`src/rtl/ddr_rw_scheduler_if.sv`:
```
// rtl/ddr_rw_scheduler_if.sv - Burst request/issue bundle between rd/wr arbiters, scheduler and AXI masters
//
// Signals
//  rd_req/rd_addr, wr_req/wr_addr : level requests from the read/write arbiters, held until ack
//  rd_done, wr_done               : 1-cycle burst-complete pulses from the AXI read/write masters
//  rd_start, wr_start             : 1-cycle start pulses to the AXI read/write masters
//  start_addr                     : address of the issued burst
//  rd_ack, wr_ack                 : 1-cycle accept back to the arbiters
//  dir                            : direction of last/current burst (0 read, 1 write)
//  busy                           : scheduler not idle
// Modports
//  master : upstream/downstream environment (drives requests and dones)
//  slave  : the scheduler
interface ddr_rw_scheduler_if #(
    parameter int ADDR_W = 30
);
    logic              rd_req;
    logic [ADDR_W-1:0] rd_addr;
    logic              wr_req;
    logic [ADDR_W-1:0] wr_addr;
    logic              rd_done;
    logic              wr_done;
    logic              rd_start;
    logic              wr_start;
    logic [ADDR_W-1:0] start_addr;
    logic              rd_ack;
    logic              wr_ack;
    logic              dir;
    logic              busy;

    modport master (
        output rd_req, rd_addr, wr_req, wr_addr, rd_done, wr_done,
        input  rd_start, wr_start, start_addr, rd_ack, wr_ack, dir, busy
    );

    modport slave (
        input  rd_req, rd_addr, wr_req, wr_addr, rd_done, wr_done,
        output rd_start, wr_start, start_addr, rd_ack, wr_ack, dir, busy
    );
endinterface

```
`src/rtl/ddr_rw_scheduler.sv`:
```
// rtl/ddr_rw_scheduler.sv - Read/write burst scheduler sharing one DDR3 controller
//
// Batches same-direction bursts to limit bus turnaround, inserts TURN_CYC idle cycles
// on a direction change, and bounds starvation of the waiting direction.
// Ports
//  clk    : clock
//  rst_n  : asynchronous, active-low reset
//  bus    : ddr_rw_scheduler_if.slave (requests, dones in; starts, acks, start_addr, dir, busy out)
// Parameters
//  ADDR_W     : burst start address width
//  MAX_BATCH  : max consecutive same-direction bursts while the other direction waits
//  STARVE_LIM : waiting cycles of the other direction that force a switch at the next done
//  TURN_CYC   : idle cycles inserted on a read<->write switch
module ddr_rw_scheduler #(
    parameter int ADDR_W     = 30,
    parameter int MAX_BATCH  = 4,
    parameter int STARVE_LIM = 64,
    parameter int TURN_CYC   = 2
) (
    input  logic              clk,
    input  logic              rst_n,
    ddr_rw_scheduler_if.slave bus
);
    localparam int BW = $clog2(MAX_BATCH + 1);
    localparam int SW = $clog2(STARVE_LIM + 1);
    localparam int TW = (TURN_CYC > 1) ? $clog2(TURN_CYC) : 1;
    localparam logic [BW-1:0] BATCH_MAX  = BW'(MAX_BATCH);
    localparam logic [SW-1:0] STARVE_MAX = SW'(STARVE_LIM);
    localparam logic [TW-1:0] TURN_LAST  = TW'(TURN_CYC - 1);

    typedef enum logic [3:0] {
        IDLE  = 4'b0001,
        ISSUE = 4'b0010,
        WAIT  = 4'b0100,
        TURN  = 4'b1000
    } state_t;

    state_t            state_q, state_d;
    logic              dir_q, dir_d;
    logic [ADDR_W-1:0] start_addr_q, start_addr_d;
    logic [BW-1:0]     batch_cnt_q, batch_cnt_d;
    logic [SW-1:0]     starve_cnt_q, starve_cnt_d;
    logic [TW-1:0]     turn_cnt_q, turn_cnt_d;
    logic              hist_q, hist_d;

    logic              same_req;
    logic              other_req;
    logic              dir_done;
    logic              pick;
    logic              issuing;

    always_ff @(posedge clk or negedge rst_n) begin
        if (!rst_n) begin
            state_q      <= IDLE;
            dir_q        <= 1'b0;
            start_addr_q <= '0;
            batch_cnt_q  <= '0;
            starve_cnt_q <= '0;
            turn_cnt_q   <= '0;
            hist_q       <= 1'b0;
        end else begin
            state_q      <= state_d;
            dir_q        <= dir_d;
            start_addr_q <= start_addr_d;
            batch_cnt_q  <= batch_cnt_d;
            starve_cnt_q <= starve_cnt_d;
            turn_cnt_q   <= turn_cnt_d;
            hist_q       <= hist_d;
        end
    end

    always_comb begin
        state_d      = state_q;
        dir_d        = dir_q;
        start_addr_d = start_addr_q;
        batch_cnt_d  = batch_cnt_q;
        starve_cnt_d = starve_cnt_q;
        turn_cnt_d   = turn_cnt_q;
        hist_d       = hist_q;
        pick         = dir_q;

        same_req  = dir_q ? bus.wr_req  : bus.rd_req;
        other_req = dir_q ? bus.rd_req  : bus.wr_req;
        dir_done  = dir_q ? bus.wr_done : bus.rd_done;

        // Waiting time of the other direction accrues only while a burst is in flight.
        if ((state_q == ISSUE || state_q == WAIT) && other_req && starve_cnt_q != STARVE_MAX) begin
            starve_cnt_d = starve_cnt_q + 1'b1;
        end

        case (state_q)
            IDLE: begin
                starve_cnt_d = '0;
                if (bus.rd_req || bus.wr_req) begin
                    // Both pending: stay in the current direction to avoid a turnaround.
                    pick  = (bus.rd_req && bus.wr_req) ? dir_q : bus.wr_req;
                    dir_d = pick;
                    // Before the first burst there is no bus history, so no gap is needed.
                    if (pick != dir_q && hist_q) begin
                        state_d    = TURN;
                        turn_cnt_d = '0;
                    end else begin
                        state_d      = ISSUE;
                        start_addr_d = pick ? bus.wr_addr : bus.rd_addr;
                    end
                end
            end
            ISSUE: begin
                if (batch_cnt_q != BATCH_MAX) begin
                    batch_cnt_d = batch_cnt_q + 1'b1;
                end
                state_d = WAIT;
            end
            WAIT: begin
                // Done of the opposite direction has no burst in flight and is ignored.
                if (dir_done) begin
                    hist_d = 1'b1;
                    if (same_req && !other_req) begin
                        state_d      = ISSUE;
                        batch_cnt_d  = '0;
                        start_addr_d = dir_q ? bus.wr_addr : bus.rd_addr;
                    end else if (same_req && batch_cnt_q < BATCH_MAX && starve_cnt_q < STARVE_MAX) begin
                        state_d      = ISSUE;
                        start_addr_d = dir_q ? bus.wr_addr : bus.rd_addr;
                    end else if (other_req) begin
                        state_d      = TURN;
                        dir_d        = ~dir_q;
                        batch_cnt_d  = '0;
                        starve_cnt_d = '0;
                        turn_cnt_d   = '0;
                    end else begin
                        state_d = IDLE;
                    end
                end
            end
            TURN: begin
                if (turn_cnt_q == TURN_LAST) begin
                    if (same_req) begin
                        state_d      = ISSUE;
                        start_addr_d = dir_q ? bus.wr_addr : bus.rd_addr;
                    end else begin
                        state_d = IDLE;
                    end
                end else begin
                    turn_cnt_d = turn_cnt_q + 1'b1;
                end
            end
            default: begin
                state_d = IDLE;
            end
        endcase
    end

    assign issuing        = (state_q == ISSUE);
    assign bus.rd_start   = issuing & ~dir_q;
    assign bus.wr_start   = issuing &  dir_q;
    assign bus.rd_ack     = issuing & ~dir_q;
    assign bus.wr_ack     = issuing &  dir_q;
    assign bus.start_addr = start_addr_q;
    assign bus.dir        = dir_q;
    assign bus.busy       = (state_q != IDLE);
endmodule
```
`src/flat_wrapper.sv`:
```
// flat-port wrapper written by rule: the top's interface ports become plain ports
module ddr_rw_scheduler_flat 
#(
    parameter int ADDR_W     = 30,
    parameter int MAX_BATCH  = 4,
    parameter int STARVE_LIM = 64,
    parameter int TURN_CYC   = 2
)
  (clk, rst_n, bus_rd_req, bus_rd_addr, bus_wr_req, bus_wr_addr, bus_rd_done, bus_wr_done, bus_rd_start, bus_wr_start, bus_start_addr, bus_rd_ack, bus_wr_ack, bus_dir, bus_busy);
  ddr_rw_scheduler_if #(.ADDR_W(ADDR_W)) bus_i ();
  input  logic clk;
  input  logic rst_n;
  input wire logic [$bits(bus_i.rd_req)-1:0] bus_rd_req;
  input wire logic [$bits(bus_i.rd_addr)-1:0] bus_rd_addr;
  input wire logic [$bits(bus_i.wr_req)-1:0] bus_wr_req;
  input wire logic [$bits(bus_i.wr_addr)-1:0] bus_wr_addr;
  input wire logic [$bits(bus_i.rd_done)-1:0] bus_rd_done;
  input wire logic [$bits(bus_i.wr_done)-1:0] bus_wr_done;
  output wire logic [$bits(bus_i.rd_start)-1:0] bus_rd_start;
  output wire logic [$bits(bus_i.wr_start)-1:0] bus_wr_start;
  output wire logic [$bits(bus_i.start_addr)-1:0] bus_start_addr;
  output wire logic [$bits(bus_i.rd_ack)-1:0] bus_rd_ack;
  output wire logic [$bits(bus_i.wr_ack)-1:0] bus_wr_ack;
  output wire logic [$bits(bus_i.dir)-1:0] bus_dir;
  output wire logic [$bits(bus_i.busy)-1:0] bus_busy;
  assign bus_i.rd_req = bus_rd_req;
  assign bus_i.rd_addr = bus_rd_addr;
  assign bus_i.wr_req = bus_wr_req;
  assign bus_i.wr_addr = bus_wr_addr;
  assign bus_i.rd_done = bus_rd_done;
  assign bus_i.wr_done = bus_wr_done;
  assign bus_rd_start = bus_i.rd_start;
  assign bus_wr_start = bus_i.wr_start;
  assign bus_start_addr = bus_i.start_addr;
  assign bus_rd_ack = bus_i.rd_ack;
  assign bus_wr_ack = bus_i.wr_ack;
  assign bus_dir = bus_i.dir;
  assign bus_busy = bus_i.busy;
  ddr_rw_scheduler #(.ADDR_W(ADDR_W), .MAX_BATCH(MAX_BATCH), .STARVE_LIM(STARVE_LIM), .TURN_CYC(TURN_CYC)) u_core (.clk(clk), .rst_n(rst_n), .bus(bus_i));
endmodule
```
`config.mk`:
```
export PLATFORM = sky130hd
export DESIGN_NAME = ddr_rw_scheduler_flat
export DESIGN_NICKNAME = d
export VERILOG_FILES = /design/src/rtl/ddr_rw_scheduler_if.sv /design/src/rtl/ddr_rw_scheduler.sv /design/src/flat_wrapper.sv
export SDC_FILE = /design/constraint.sdc
export NUM_CORES = 1
export LEC_CHECK = 0
export CAP_MARGIN = 10
export CELL_PAD_IN_SITES_DETAIL_PLACEMENT = 0
export CELL_PAD_IN_SITES_GLOBAL_PLACEMENT = 2
export CORE_MARGIN = 5
export CORE_UTILIZATION = 31
export DETAILED_ROUTE_END_ITERATION = 8
export HOLD_SLACK_MARGIN = 0.1
export PLACE_DENSITY_LB_ADDON = 0.1
export SLEW_MARGIN = 20
export SYNTH_ARGS = -nofsm -noshare
export SYNTH_HDL_FRONTEND = slang
export SYNTH_SLANG_ARGS = --single-unit
```
`constraint.sdc`:
```
create_clock -name clk -period 3.55 [get_ports clk]
set_input_delay 0.8875 -clock clk [delete_from_list [all_inputs] [get_ports clk]]
set_output_delay 0.8875 -clock clk [all_outputs]
set_load 0.005 [all_outputs]
```
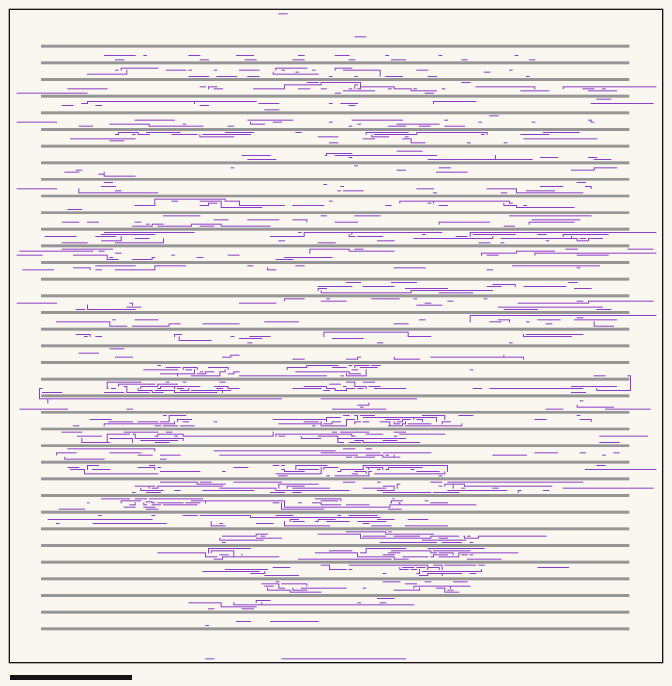
*The metal 1 layer*
Scale bar: 20 µm. Supply wires on this layer in gray.
share of all routed wire: 44%
wire length on this layer: 3230 µm
via count: 2258
met1 Use GR: 16.60%
Post-Route WL: 7387 µm

==> run_results.csv <==
group,metric,value,unit
sta,period_needed,2.945,ns
clock_tree,cts_buffers,5,
outcome,status,"finished clean",
critical_path,crit_fanout,8,
min_path,holdPathEnd,"u_core.hist_q",
synthesis,yosys.cell_count.top_type,"dfrtp_1",
place,dpl.cell_count,443,
routing,wl_met2,3687,µm
routing,drtPass1Iterations,4,
synthesis,ys_top_cells_by_count,"46 x dfrtp_1, 32 x mux2_2, 30 x mux2_4",
global_routing,grt_pass1_vias,2274,
pwr,finalPower,2.973,mW
layout,layout_top_cells,"100 x clkdlybuf4s50_1, 46 x dfrtp_1, 32 x mux2_2",
floorplanning,die_x,106.6,µm
place,dp_slack,0.4382,ns
critical_path,ff2ff_setup_slack,1.11,ns
place,gp_congestion,0.7458,
global_routing,grt_max_degree,31,
floorplanning,die_h,106.6,µm
clock_tree,clkLatencyLatePin,0.29,ns
layout,fin_area,4099,µm²
floorplanning,core,9153,µm²
global_routing,antenna_found_initial,0,
place,dp_hpwl,5683,µm
critical_path,crit_top_cell,"nor2_1",
layout,num_antenna_cells,0,
synthesis,yosys_warnings,0,
layout,final_core_util,44.78,%
min_path,hold_path_class,"flip-flop to flip-flop",
floorplanning,pin_count,102,
sta,relSlewSlack,57.26,%
floorplanning,rows,35,
pwr,p_comb_share,56.2,%
layout,drive_above_1_share,26.18,%
floorplanning,dieArea,11360,µm²
critical_path,cp_top_family,"simple AND/OR/NAND/NOR gates",
routing,route.met3.wl,464,µm
global_routing,grt_pass1_wl,11770,µm
clock_tree,cts_resized,0,
critical_path,max_stage_delay,0.56,ns
layout,fin_nets,409,
routing,drtAntennaViolNets,0,
pwr,peakVddDrop,0.2808,mV
routing,drc,0,
routing,via_per_inst,5.007,
clock_tree,cts_tree,"yes",
synthesis,area_leaders,"dfrtp_1 40%, mux2_4 16%, mux2_2 12%, buf_6 2.3%, a21oi_1 1.7%",
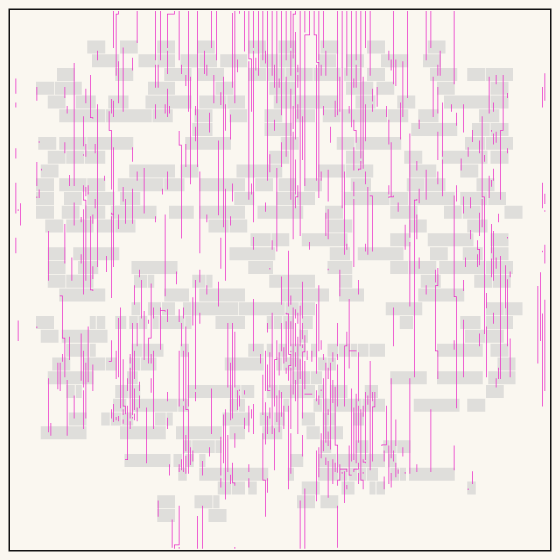
*Met2 routing*
share of all routed wire: 50%
nets with wire on the layer: 362
main direction: vertical
wire length on this layer: 3690 µm
GR Util met2: 21.81%

## final cells by class
cell class | instances | area, µm²
inverters | 11 | 41.29
fillers | 853 | 5054
flip-flops and latches | 47 | 1177
clock buffers | 7 | 96.34
well taps | 111 | 138.9
multi-input cells | 167 | 1562
repair buffers | 107 | 1076
clock inverters | 1 | 7.507
## worst reg2reg max path: stages, from the launching register on
cell,delay (ns)
dfrtp_1,0.54
or4b_1,0.76
a31oi_1,0.25
nor3_1,0.09
o21ai_2,0.12
buf_4,0.22
mux2_2,0.35
## sequential cells by signal, summed over array words and instances (netlist names)
name / count
u_core.hist_q: 1
u_core.bus.dir: 1
u_core.bus.start_addr: 30
u_core.turn_cnt_q: 1
u_core.state_q: 4
u_core.batch_cnt_q: 3
u_core.starve_cnt_q: 7
## metal layers
| layer | up-vias | global-route usage (%) |
|---|---|---|
| li1 | 1080 | - |
| met2 | 72 | 21.81 |
| met3 | 2 | 3.461 |
| met5 | - | 0 |
| met4 | 0 | 2.192 |
| met1 | 1104 | 16.60 |
## logic make-up (layout without fill, tap and decap cells)
kind of cell	after synthesis	after routing	synth area share, %
AND/OR/NAND/NOR	49	49	10.35
flip-flops	47	47	40.74
multiplexers	64	64	28.74
AND-OR/OR-AND	48	48	11.95
adder cells (fa/ha/maj)	4	4	1.732
XOR/XNOR	2	2	0.8660
buffers and inverters	26	126	5.627
## power groups by stage
stage / Sequential (mW) / Combinational (mW) / Clock, mW
after floorplan: 0.924 / 1.04 / 0
after global placement: 0.958 / 1.69 / 0
after detailed placement: 0.960 / 1.70 / 0
after CTS: 0.951 / 1.71 / 0.378
after global routing: 0.979 / 1.81 / 0.395
final: 0.947 / 1.67 / 0.354
Power figures rest on the tool's default switching activity, not on a simulated workload.
